File: config.mk
export PLATFORM = sky130hd
export DESIGN_NAME = n_cobs_decoder
export DESIGN_NICKNAME = d
export VERILOG_FILES = /design/src/rtl/decoder_pkg.sv /design/src/rtl/cobs_word_packer.sv /design/src/rtl/n_cobs_decoder.sv
export SDC_FILE = /design/constraint.sdc
export NUM_CORES = 1
export LEC_CHECK = 0
export ABC_AREA = 1
export CAP_MARGIN = 20
export CORE_AREA = 2 2 98 53
export DETAILED_ROUTE_END_ITERATION = 12
export DIE_AREA = 0 0 100 55
export PLACE_DENSITY = 0.82
export SETUP_SLACK_MARGIN = 0.3
export SYNTH_ARGS = -nofsm -noshare
export SYNTH_HDL_FRONTEND = slang
export SYNTH_HIERARCHICAL = 1
export SYNTH_SLANG_ARGS = --single-unit
File: constraint.sdc
create_clock -name clk_i -period 2.15 [get_ports clk_i]
set_input_delay 0.215 -clock clk_i [delete_from_list [all_inputs] [get_ports clk_i]]
set_output_delay 0.215 -clock clk_i [all_outputs]
set_load 0.005 [all_outputs]
File: src/rtl/decoder_pkg.sv
// Shared constants and types for the N-COBS receive path.
// Holds framing bytes, decoder state encoding and the frame error codes.
package decoder_pkg;

    localparam logic [7:0] CobsDelim   = 8'h00;
    localparam logic [7:0] CobsMaxCode = 8'hFF;

    typedef enum logic [1:0] {
        SCode,
        SData,
        SDiscard
    } cobs_state_t;

    typedef enum logic [1:0] {
        CobsOk,
        CobsTrunc,
        CobsOvf
    } cobs_err_t;

endpackage

File: src/rtl/cobs_word_packer.sv
// Packs decoded bytes little-endian into 32-bit words; partial word flushed on a clean frame end.
// Latency: one cycle from byte/frame-end input to word output (aligned with the decoder's byte outputs).
// Backpressure: none; consumer must accept every o_word_vld pulse.
module cobs_word_packer (
    input  logic        i_clk,
    input  logic        i_reset,
    input  logic        i_byte_vld,
    input  logic [7:0]  i_byte_dat,
    input  logic        i_frame_end,
    input  logic        i_frame_ok,
    output logic [31:0] o_word_dat,
    output logic [2:0]  o_word_width,
    output logic        o_word_vld
);

    logic [23:0] r_buf;
    logic [1:0]  r_cnt;
    logic [31:0] r_word;
    logic [2:0]  r_width;
    logic        r_vld;

    // Unused upper bytes of r_buf stay zero, so a flushed partial word is zero-padded.
    always_ff @(posedge i_clk) begin
        if (i_reset) begin
            r_buf   <= '0;
            r_cnt   <= '0;
            r_word  <= '0;
            r_width <= '0;
            r_vld   <= 1'b0;
        end else begin
            r_vld   <= 1'b0;
            r_word  <= '0;
            r_width <= '0;
            if (i_byte_vld) begin
                if (r_cnt == 2'd3) begin
                    r_word  <= {i_byte_dat, r_buf};
                    r_width <= 3'd4;
                    r_vld   <= 1'b1;
                    r_buf   <= '0;
                    r_cnt   <= '0;
                end else begin
                    r_buf[{r_cnt, 3'b000} +: 8] <= i_byte_dat;
                    r_cnt                       <= r_cnt + 2'd1;
                end
            end else if (i_frame_end) begin
                if (i_frame_ok && (r_cnt != 2'd0)) begin
                    r_word  <= {8'h00, r_buf};
                    r_width <= {1'b0, r_cnt};
                    r_vld   <= 1'b1;
                end
                r_buf <= '0;
                r_cnt <= '0;
            end
        end
    end

    assign o_word_dat   = r_word;
    assign o_word_width = r_width;
    assign o_word_vld   = r_vld;

endmodule

File: src/rtl/n_cobs_decoder.sv
// COBS frame decoder for the UART receive path; COBS_DEC_PACK_EN adds a 32-bit word packer output.
// Latency: every accepted byte's response (data byte and/or frame_done) is registered, one cycle later.
// Backpressure: none; rx_valid is a strobe and every byte is consumed on the cycle it arrives.
module n_cobs_decoder
    import decoder_pkg::*;
#(
    parameter int MaxLen  = 256,
    parameter int LenBits = $clog2(MaxLen + 1)
) (
    input  logic               clk_i,
    input  logic               reset_i,
    input  logic [7:0]         rx_data,
    input  logic               rx_valid,
    output logic [7:0]         out_data,
    output logic               out_valid,
    output logic               frame_done,
    output logic [LenBits-1:0] frame_len,
    output cobs_err_t          frame_err
`ifdef COBS_DEC_PACK_EN
    ,
    output logic [31:0]        word_data,
    output logic [2:0]         word_width,
    output logic               word_valid
`endif
);

    localparam logic [LenBits-1:0] MaxLenC = LenBits'(MaxLen);

    cobs_state_t        r_state, w_state_nxt;
    logic [7:0]         r_cnt, w_cnt_nxt;
    logic               r_pend, w_pend_nxt;
    logic [LenBits-1:0] r_len, w_len_nxt;

    logic               w_full;
    logic               w_emit;
    logic [7:0]         w_emit_dat;
    logic               w_done;
    logic [LenBits-1:0] w_flen;
    cobs_err_t          w_ferr;

    logic [7:0]         r_out_data;
    logic               r_out_valid;
    logic               r_frame_done;
    logic [LenBits-1:0] r_frame_len;
    cobs_err_t          r_frame_err;

    assign w_full = (r_len == MaxLenC);

    always_comb begin
        w_state_nxt = r_state;
        w_cnt_nxt   = r_cnt;
        w_pend_nxt  = r_pend;
        w_len_nxt   = r_len;
        w_emit      = 1'b0;
        w_emit_dat  = rx_data;
        w_done      = 1'b0;
        w_flen      = r_len;
        w_ferr      = CobsOk;
        if (rx_valid) begin
            unique case (r_state)
                SCode: begin
                    if (rx_data == CobsDelim) begin
                        // The final group's implicit zero is dropped here.
                        w_done     = (r_len != '0) || r_pend;
                        w_len_nxt  = '0;
                        w_pend_nxt = 1'b0;
                    end else begin
                        w_cnt_nxt   = rx_data - 8'd1;
                        w_pend_nxt  = (rx_data != CobsMaxCode);
                        w_state_nxt = (rx_data == 8'd1) ? SCode : SData;
                        if (r_pend) begin
                            if (w_full) begin
                                w_state_nxt = SDiscard;
                            end else begin
                                w_emit     = 1'b1;
                                w_emit_dat = CobsDelim;
                                w_len_nxt  = r_len + 1'b1;
                            end
                        end
                    end
                end
                SData: begin
                    if (rx_data == CobsDelim) begin
                        w_done      = 1'b1;
                        w_ferr      = CobsTrunc;
                        w_len_nxt   = '0;
                        w_pend_nxt  = 1'b0;
                        w_state_nxt = SCode;
                    end else if (w_full) begin
                        w_state_nxt = SDiscard;
                    end else begin
                        w_emit    = 1'b1;
                        w_len_nxt = r_len + 1'b1;
                        w_cnt_nxt = r_cnt - 8'd1;
                        if (r_cnt == 8'd1) begin
                            w_state_nxt = SCode;
                        end
                    end
                end
                SDiscard: begin
                    if (rx_data == CobsDelim) begin
                        w_done      = 1'b1;
                        w_flen      = MaxLenC;
                        w_ferr      = CobsOvf;
                        w_len_nxt   = '0;
                        w_pend_nxt  = 1'b0;
                        w_state_nxt = SCode;
                    end
                end
                default: w_state_nxt = SCode;
            endcase
        end
    end

    always_ff @(posedge clk_i) begin
        if (reset_i) begin
            r_state      <= SCode;
            r_cnt        <= '0;
            r_pend       <= 1'b0;
            r_len        <= '0;
            r_out_data   <= '0;
            r_out_valid  <= 1'b0;
            r_frame_done <= 1'b0;
            r_frame_len  <= '0;
            r_frame_err  <= CobsOk;
        end else begin
            r_state      <= w_state_nxt;
            r_cnt        <= w_cnt_nxt;
            r_pend       <= w_pend_nxt;
            r_len        <= w_len_nxt;
            r_out_valid  <= w_emit;
            r_out_data   <= w_emit ? w_emit_dat : 8'h00;
            r_frame_done <= w_done;
            r_frame_len  <= w_done ? w_flen : '0;
            r_frame_err  <= w_done ? w_ferr : CobsOk;
        end
    end

    assign out_data   = r_out_data;
    assign out_valid  = r_out_valid;
    assign frame_done = r_frame_done;
    assign frame_len  = r_frame_len;
    assign frame_err  = r_frame_err;

`ifdef COBS_DEC_PACK_EN
    cobs_word_packer u_packer (
        .i_clk        (clk_i),
        .i_reset      (reset_i),
        .i_byte_vld   (w_emit),
        .i_byte_dat   (w_emit_dat),
        .i_frame_end  (w_done),
        .i_frame_ok   (w_ferr == CobsOk),
        .o_word_dat   (word_data),
        .o_word_width (word_width),
        .o_word_vld   (word_valid)
    );
`endif

endmodule

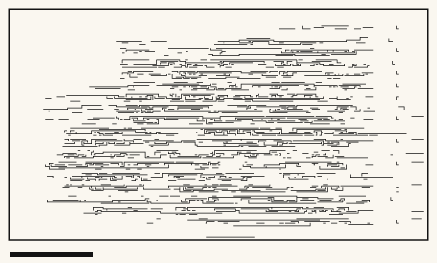
**Above:** M1 wires.
The bar under the picture is 20 um long.
wire length on this layer	3030 um
longest straight run	31.7 um
share of all routed wire	50%

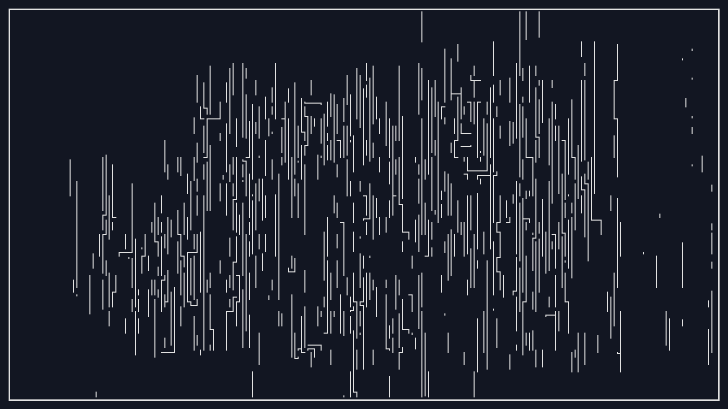
**Above:** M2 wires.
main direction	vertical
nets with wire on the layer	316
wire length on this layer	2320 um
longest straight run	21.8 um
share of all routed wire	39%

==> impl_metrics.json <==
{
  "power_density_nw_per_um2": 718,
  "port_buffers": 31,
  "regArea_um2": 823,
  "worst_pin_slew_ns": 0.433,
  "synth.cells.most_frequent": "100 x nand2_1, 61 x nor2_1, 41 x dfxtp_1, 31 x inv_1, 28 x nand3_1",
  "postSynthNetCount": 386,
  "postSynthCellCount": 363,
  "grt_max_degree": 14,
  "seq_area_frac_synth_pct": 33.5,
  "critical_path_arrival_ns": 1.98,
  "design_power_total_mw": 2.15,
  "netlist_area_um2": 2450,
  "setup-violations-final": 0,
  "core-area_um2": 4680,
  "num_antenna_cells": 0,
  "category_of_the_critical_setup_timing_path": "input pin to register",
  "final.setup.tns_ns": 0,
  "yosys.cell_types.count": 31,
  "gp_congestion": 0.992,
  "top_area_share_pct": 33.5,
  "rsz0062_at_grt": "false",
  "asyncSetResetFlopFracSynth_pct": 0,
  "synth-seq-cells": 41,
  "cts_inserted_buffers": 5,
  "routed_wirelength_um": 6020,
  "fp-utilization_pct": 52.3,
  "logic_area_um2": 1440,
  "flow.area_growth_from_synthesis_pct": 22.4,
  "yosys-stat-area_um2": 2450,
  "vdd_ir_drop_max_v": 0.000346,
  "synthDominantAreaCellType": "dfxtp_1",
  "route.vias.total": 2419,
  "synth.yosys.warnings": 6,
  "drv.max_cap_violation_count": 0,
  "htreeDepth": 2,
  "clk_pin_slew_ns": 0.08,
  "final_critical_path_setup_slack_ns": 0.406,
  "antenna_violating_nets_post_route": 0,
  "detailedPlace.worstSlack_ns": 0.0277,
  "rows": 18,
  "cts_tree": "done",
  "critical_path.endpoint_type": "register",
  "hold_path_sink": "r_cnt[4]",
  "timing.reg2reg.worst_path_depth": 9,
  "avgSynthCellArea_um2": 6.75,
  "run_status": "completed",
  "layout-drive-gt1-share_pct": 14.2,
  "ctsLongestPathBuffers": 2,
  "clock.fmax_mhz": 573,
  "worstPathRequired_ns": 2.39,
  "grt_pass1_vias": 2131,
  "period_used_pct": 81.1,
  "chip_area_um2": 5500,
  "cts_hold_repair.buffers": 0,
  "grt_overflow_total": 0,
  "detail_route.wl_per_cell_um": 12.9,
  "design.final.nets": 430,
  "die_height_um": 55,
  "holdCritStartpoint": "r_cnt[4]",
  "fill_cells": 424,
  "critPathLaunchType": "input pin",
  "clock_sinks": 41,
  "firstDrtPassIters": 4,
  "min_path_type": "register to register",
  "regToRegSetupSlack_ns": 0.44,
  "finalCriticalPeriod_ns": 1.74,
  "hold_viol": 0,
  "max-slew-margin-rel_pct": 70.9,
  "clock-skew-final_ns": 0.00615,
  "grt_antenna_before_repair": 0,
  "io-pin-count": 32,
  "drc": 0,
  "critical_path.reg2reg.startpoint": "r_state[1]",
  "yosysMostFrequentCell": "nand2_1",
  "global_route.usage.total_pct": 24.0,
  "r2r-end": "r_cnt[0]",
  "flop_cell": "dfxtp_1"
}
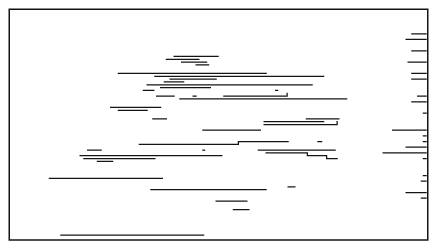
**Above:** M3 wires.
nets with wire on the layer	50
share of all routed wire	10%

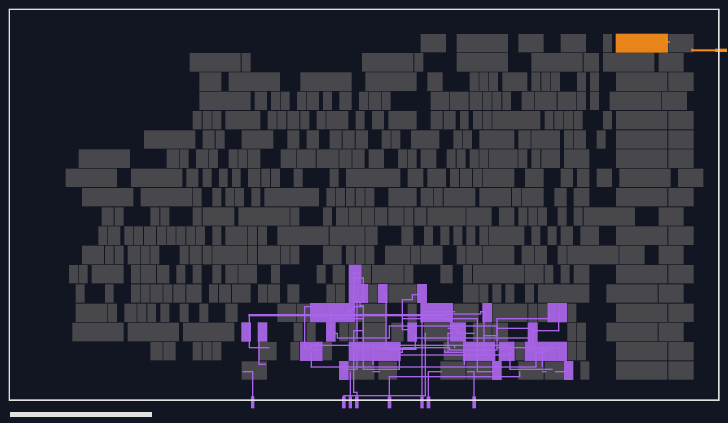
**Above:** I/O nets highlighted.
The bar under the picture is 20 um long.
colour	port	direction	end cells	buffers	wire
purple	rx_data	input	30	13	462 um
orange	frame_done	output	1	1	4.80 um

## sequential cells by signal (all words and copies together), names as in the netlist
register,cells
r_len,9
r_state,2
frame_len,9
out_data,8
out_valid,1
r_pend,1
r_cnt,8
frame_err,2
frame_done,1
## cell usage in the layout, fill, tap and decap left out, types with 3 or more instances in the layout
cell,instances
xor2_1,3
nand4_1,6
nand2_1,100
inv_1,31
o21ai_0,8
nor2_2,6
nor2_4,4
xnor2_1,3
ha_1,11
nand3_1,27
nor2_1,61
clkdlybuf4s50_1,31
a21oi_2,3
clkbuf_8,6
a21oi_1,18
nor3_1,7
dfxtp_1,39
buf_4,16
nand2_2,7
## what timing repair did
action,CTS,global route
buffers inserted,0,4
gates resized,0,8
endpoints found under the setup margin,0,20
## cell families (layout without fill, tap and decap cells)
logic type,after synthesis,after routing,share of synthesized area [%]
adder cells (fa/ha/maj),12,12,6.13
AND-OR/OR-AND,35,35,8.47
buffers and inverters,44,89,8.63
flip-flops,41,41,33.5
AND/OR/NAND/NOR,225,225,41.1
XOR/XNOR,6,6,2.14
## worst max-delay path, cell delays in order
cell	delay, ns
clkdlybuf4s50_1	0.54
inv_1	0.11
ha_1	0.22
nand2_4	0.11
inv_1	0.05
nand2_2	0.14
buf_6	0.15
nand2_2	0.05
nor2_2	0.12
nor2_4	0.07
nand2_1	0.06
nand2_1	0.05
nor2_1	0.08
## layer usage
metal	vias up	wire (um)	GRT usage, %
li1	1234	-	-
met1	1080	3030	33.6
met2	95	2320	35.6
met3	10	606	7.04
met4	0	63	7.99
met5	-	0	0
## report_power, final
part / internal, mW / total [mW] / switching (mW)
Sequential: 0.818 / 0.882 / 0.0646
Combinational: 0.287 / 0.743 / 0.456
Clock: 0.260 / 0.529 / 0.269
## worst max path at each step
stage                    start  slack [ns]      endpoint
global placement    rx_data[1]        0.04  frame_err[0]
detailed placement  rx_data[1]        0.03  frame_err[0]
global route        rx_data[1]        0.30      r_len[1]
floorplan           r_state[1]        0.60      r_len[8]
finish              rx_data[1]        0.41      r_len[1]
CTS                 rx_data[1]        0.33  frame_err[0]
## stage by stage
step                instances  hold slack [ns]  instance area (um^2)  utilization (%)
floorplan                 363            0.277                  2450                -
global placement          456            0.487                  2850             60.8
detailed placement        456            0.492                  2850             60.8
CTS                       464            0.506                  2940             62.8
global route              468            0.533                  3000             64.0
finish                    468            0.504                  3000             64.0
## layout make-up
class	instances	area share [%]
clock buffer	6	2.75
multi-input combinational	278	48.0
sequential	41	27.4
tap	60	2.50
clock inverter	2	0.459
timing repair buffer	48	14.7
inverter	33	4.17
